## config.mk

```make
export PLATFORM = sky130hd
export DESIGN_NAME = watch_window_memory
export DESIGN_NICKNAME = d
export VERILOG_FILES = /design/src/rtl/watch_window_memory.sv
export SDC_FILE = /design/constraint.sdc
export NUM_CORES = 1
export LEC_CHECK = 0
export CORE_UTILIZATION = 30
export CTS_CLUSTER_DIAMETER = 120
export DETAILED_ROUTE_END_ITERATION = 10
export SLEW_MARGIN = 40
export SYNTH_ARGS = -nofsm -noshare
export SYNTH_HDL_FRONTEND = slang
export SYNTH_SLANG_ARGS = --single-unit
export TNS_END_PERCENT = 10
```

## constraint.sdc

```tcl
create_clock -name iwClk -period 6 [get_ports iwClk]
set_input_delay 0.9 -clock iwClk [delete_from_list [all_inputs] [get_ports iwClk]]
set_output_delay 0.9 -clock iwClk [all_outputs]
set_load 0.01 [all_outputs]
```

## src/rtl/watch_window_memory.sv

```systemverilog
// Byte-strobed word memory whose top words are mirrored into shadows with
// round-robin change notifications. Optional power-on scrub: WATCH_INIT_EN.
module watch_window_memory #(
  parameter int pWords      = 44,
  parameter int pWatchWords = 4
) (
  input  logic                       iwClk,
  input  logic                       iwRst,
  input  logic [31:0]                iwReadAddr,
  input  logic [31:0]                iwWriteAddr,
  input  logic [31:0]                iwWriteData,
  input  logic [3:0]                 iwWstrb,
  output logic [31:0]                owReadData,
  output logic [32*pWatchWords-1:0]  owWatchData,
  output logic                       owEvtValid,
  output logic [7:0]                 owEvtIndex,
  input  logic                       iwEvtReady,
  output logic                       owBusy
);

  localparam int AW = (pWords > 1) ? $clog2(pWords) : 1;
  localparam logic [29:0] WORDS = 30'(pWords);
  localparam logic [29:0] BASE  = 30'(pWords - pWatchWords);
  localparam logic [7:0]  LAST  = 8'(pWatchWords - 1);

  logic [31:0] mem [pWords];
  logic [pWatchWords-1:0][31:0] shadow;
  logic [pWatchWords-1:0] dirty;
  logic [pWatchWords-1:0] dirty_n;
  logic [7:0] ptr;

  logic [29:0] rd_idx;
  logic [29:0] wr_idx;
  logic        busy;
  logic        wr_en;
  logic        win_hit;
  logic [7:0]  win_idx;

  assign rd_idx  = iwReadAddr[31:2];
  assign wr_idx  = iwWriteAddr[31:2];
  assign wr_en   = (|iwWstrb) && (wr_idx < WORDS) && !busy;
  assign win_hit = wr_en && (wr_idx >= BASE);
  assign win_idx = 8'(wr_idx - BASE);

  logic unused_addr;
  assign unused_addr = ^{iwReadAddr[1:0], iwWriteAddr[1:0]};

`ifdef WATCH_INIT_EN
  typedef enum logic {SCRUB, IDLE} state_t;
  state_t         state;
  logic [AW-1:0]  scrub_idx;

  always_ff @(posedge iwClk or posedge iwRst) begin
    if (iwRst) begin
      state     <= SCRUB;
      scrub_idx <= '0;
      busy      <= 1'b1;
    end else begin
      unique case (state)
        SCRUB: begin
          if (scrub_idx == AW'(pWords - 1)) begin
            state <= IDLE;
            busy  <= 1'b0;
          end else begin
            scrub_idx <= scrub_idx + 1'b1;
          end
        end
        IDLE: busy <= 1'b0;
      endcase
    end
  end

  always_ff @(posedge iwClk) begin
    if (busy) begin
      mem[scrub_idx] <= '0;
    end else if (wr_en) begin
      for (int b = 0; b < 4; b++)
        if (iwWstrb[b])
          mem[wr_idx[AW-1:0]][8*b +: 8] <= iwWriteData[8*b +: 8];
    end
  end
`else
  assign busy = 1'b0;

  always_ff @(posedge iwClk) begin
    if (wr_en) begin
      for (int b = 0; b < 4; b++)
        if (iwWstrb[b])
          mem[wr_idx[AW-1:0]][8*b +: 8] <= iwWriteData[8*b +: 8];
    end
  end
`endif

  assign owBusy      = busy;
  assign owWatchData = shadow;

  always_comb begin
    owReadData = '0;
    if (!busy && rd_idx < WORDS)
      owReadData = mem[rd_idx[AW-1:0]];
  end

  // Round-robin: prefer the lowest dirty index at or above ptr, else wrap.
  logic       hi_found;
  logic [7:0] hi_idx;
  logic [7:0] lo_idx;
  logic [7:0] pick;
  logic       load;

  always_comb begin
    hi_found = 1'b0;
    hi_idx   = '0;
    lo_idx   = '0;
    for (int w = pWatchWords - 1; w >= 0; w--) begin
      if (dirty[w] && 8'(w) >= ptr) begin
        hi_found = 1'b1;
        hi_idx   = 8'(w);
      end
      if (dirty[w])
        lo_idx = 8'(w);
    end
    pick = hi_found ? hi_idx : lo_idx;
  end

  assign load = (!owEvtValid || iwEvtReady) && (|dirty);

  // A write landing on the word being loaded keeps it dirty.
  always_comb begin
    dirty_n = dirty;
    for (int w = 0; w < pWatchWords; w++) begin
      if (load && 8'(w) == pick)
        dirty_n[w] = 1'b0;
      if (win_hit && 8'(w) == win_idx)
        dirty_n[w] = 1'b1;
    end
  end

  always_ff @(posedge iwClk or posedge iwRst) begin
    if (iwRst) begin
      shadow     <= '0;
      dirty      <= '0;
      ptr        <= '0;
      owEvtValid <= 1'b0;
      owEvtIndex <= '0;
    end else begin
      dirty <= dirty_n;
      for (int w = 0; w < pWatchWords; w++)
        for (int b = 0; b < 4; b++)
          if (win_hit && 8'(w) == win_idx && iwWstrb[b])
            shadow[w][8*b +: 8] <= iwWriteData[8*b +: 8];
      if (load) begin
        owEvtValid <= 1'b1;
        owEvtIndex <= pick;
        ptr        <= (pick == LAST) ? 8'd0 : pick + 8'd1;
      end else if (owEvtValid && iwEvtReady) begin
        owEvtValid <= 1'b0;
      end
    end
  end

endmodule

```

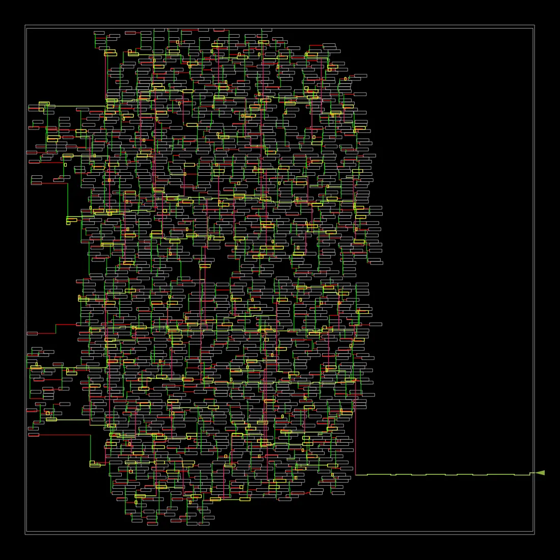
Figure 1: clock wiring as the flow saved it.
Worst Skew: 0.00326 ns
Num Clock Sinks: 1,545
clk pwr: 9.25 mW
clock buf count: 192

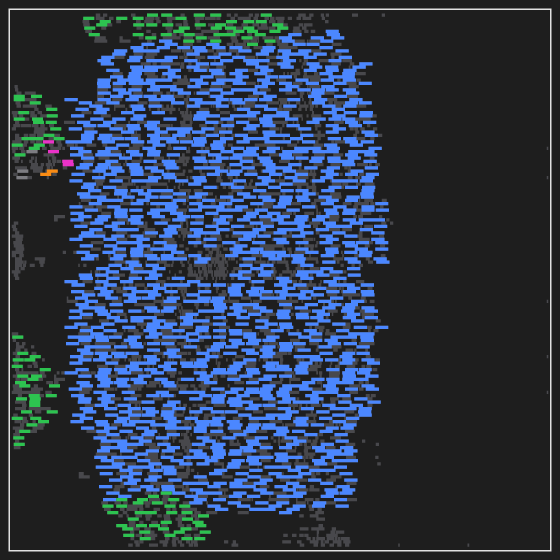
Figure 2: sequential cells coloured by netlist name.
Orange marks ptr, sequential cells 2. Blue marks mem, sequential cells 1,408. Green marks owWatchData, sequential cells 128. Magenta marks dirty, sequential cells 4, where upper left.
P_seq: 11.7 mW
sequential share of cell area: 64.2%
register area: 45,700 µm²
Final Util: 35.5%

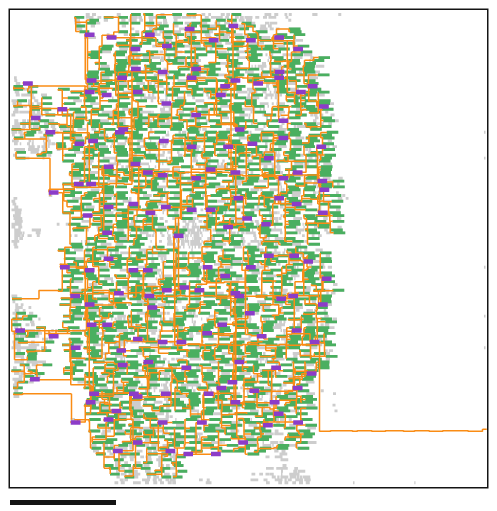
Figure 3: clock wires, drivers and flops.
Bar = 100 µm.
Green marks flip-flops, count 1,545. Purple marks clock drivers, count 151. Orange marks clock wires, length 18,200 µm.
There are 152 routed clock nets.
clock power share: 42.1%
latest clock arrival within the worst-skew pair: 0.77 ns

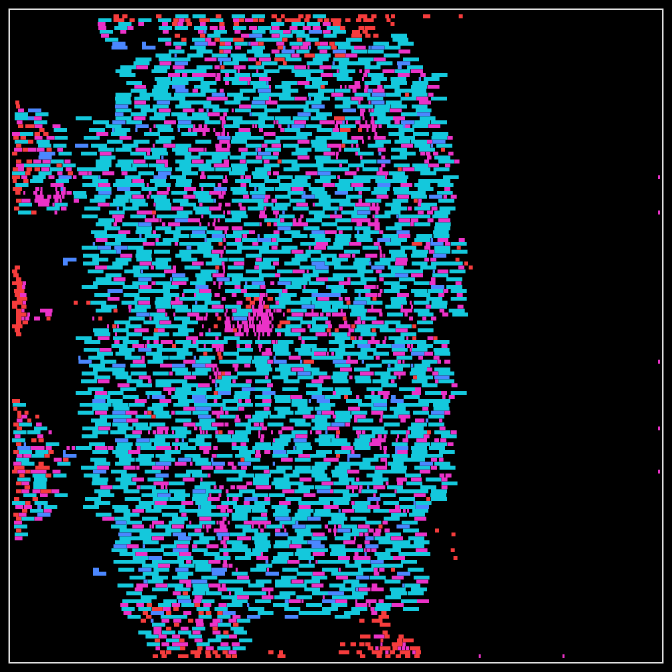
Figure 4: placement by cell class.
Red marks remaining buffers and delay cells, cells 329. Magenta marks combinational and other logic, cells 1,310. Blue marks clock drivers and dummy loads, cells 268. Cyan marks sequential cells, cells 1,545.
post-route cell area: 71,200 µm²
Core ar.: 200,000 µm²

==> impl_metrics.toml <==
# implementation run metrics
[finish]
fin_cells = 6111
inverters = 9
buffers_excl_clock = 329

[setup_path]
crit_path_start = "iwReadAddr[5]"
crit_path_end = "owReadData[7]"
r2r_start = "ptr[1]"

[place]
port_buffers = 261

[synth]
syn_area_um2 = 60700
edf_count = 1408

[grt]
grt_pass1_vias = 31059
gr-total-overflow = 0

[final_timing]
tns_ns = 0

[status]
status = "finished clean"

[die]
die_width_um = 452

[power]
p_int_mw = 17.3

[drt]
vias = 30104
dr.max_layer_used = "met5"
drc_errors = 0

[clocking]
cts_resized = 0
cts_setup_buffers = 0
## state kept, by name (all words and copies together) (netlist names)
register	flops
mem	1408
owWatchData	128
dirty	4
owEvtIndex	2
ptr	2
owEvtValid	1
## kinds of logic (layout without fill, tap and decap cells)
kind of cell	Yosys count	in the layout
muxes	578	578
DFF	1545	1545
adders and majority gates	5	5
and+or+nand+nor	491	491
buffers and inverters	196	606
other	1	10
AOI/OAI and AO/OA	220	220
## synthesized netlist by cell type (all sizes together) (21+ instances only)
cell,count,area (µm²)
dfrtp,137,3430
o311a,21,210
o221ai,28,245
edfxtp,1408,42300
clkbuf,83,312
nor2,253,950
mux2i,59,591
nor4,37,231
o211ai,39,293
o22ai,75,469
nand2,106,398
buf,104,719
nor3,50,250
mux2,230,2950
mux4,289,6510
Power and IR drop assume default switching activity.
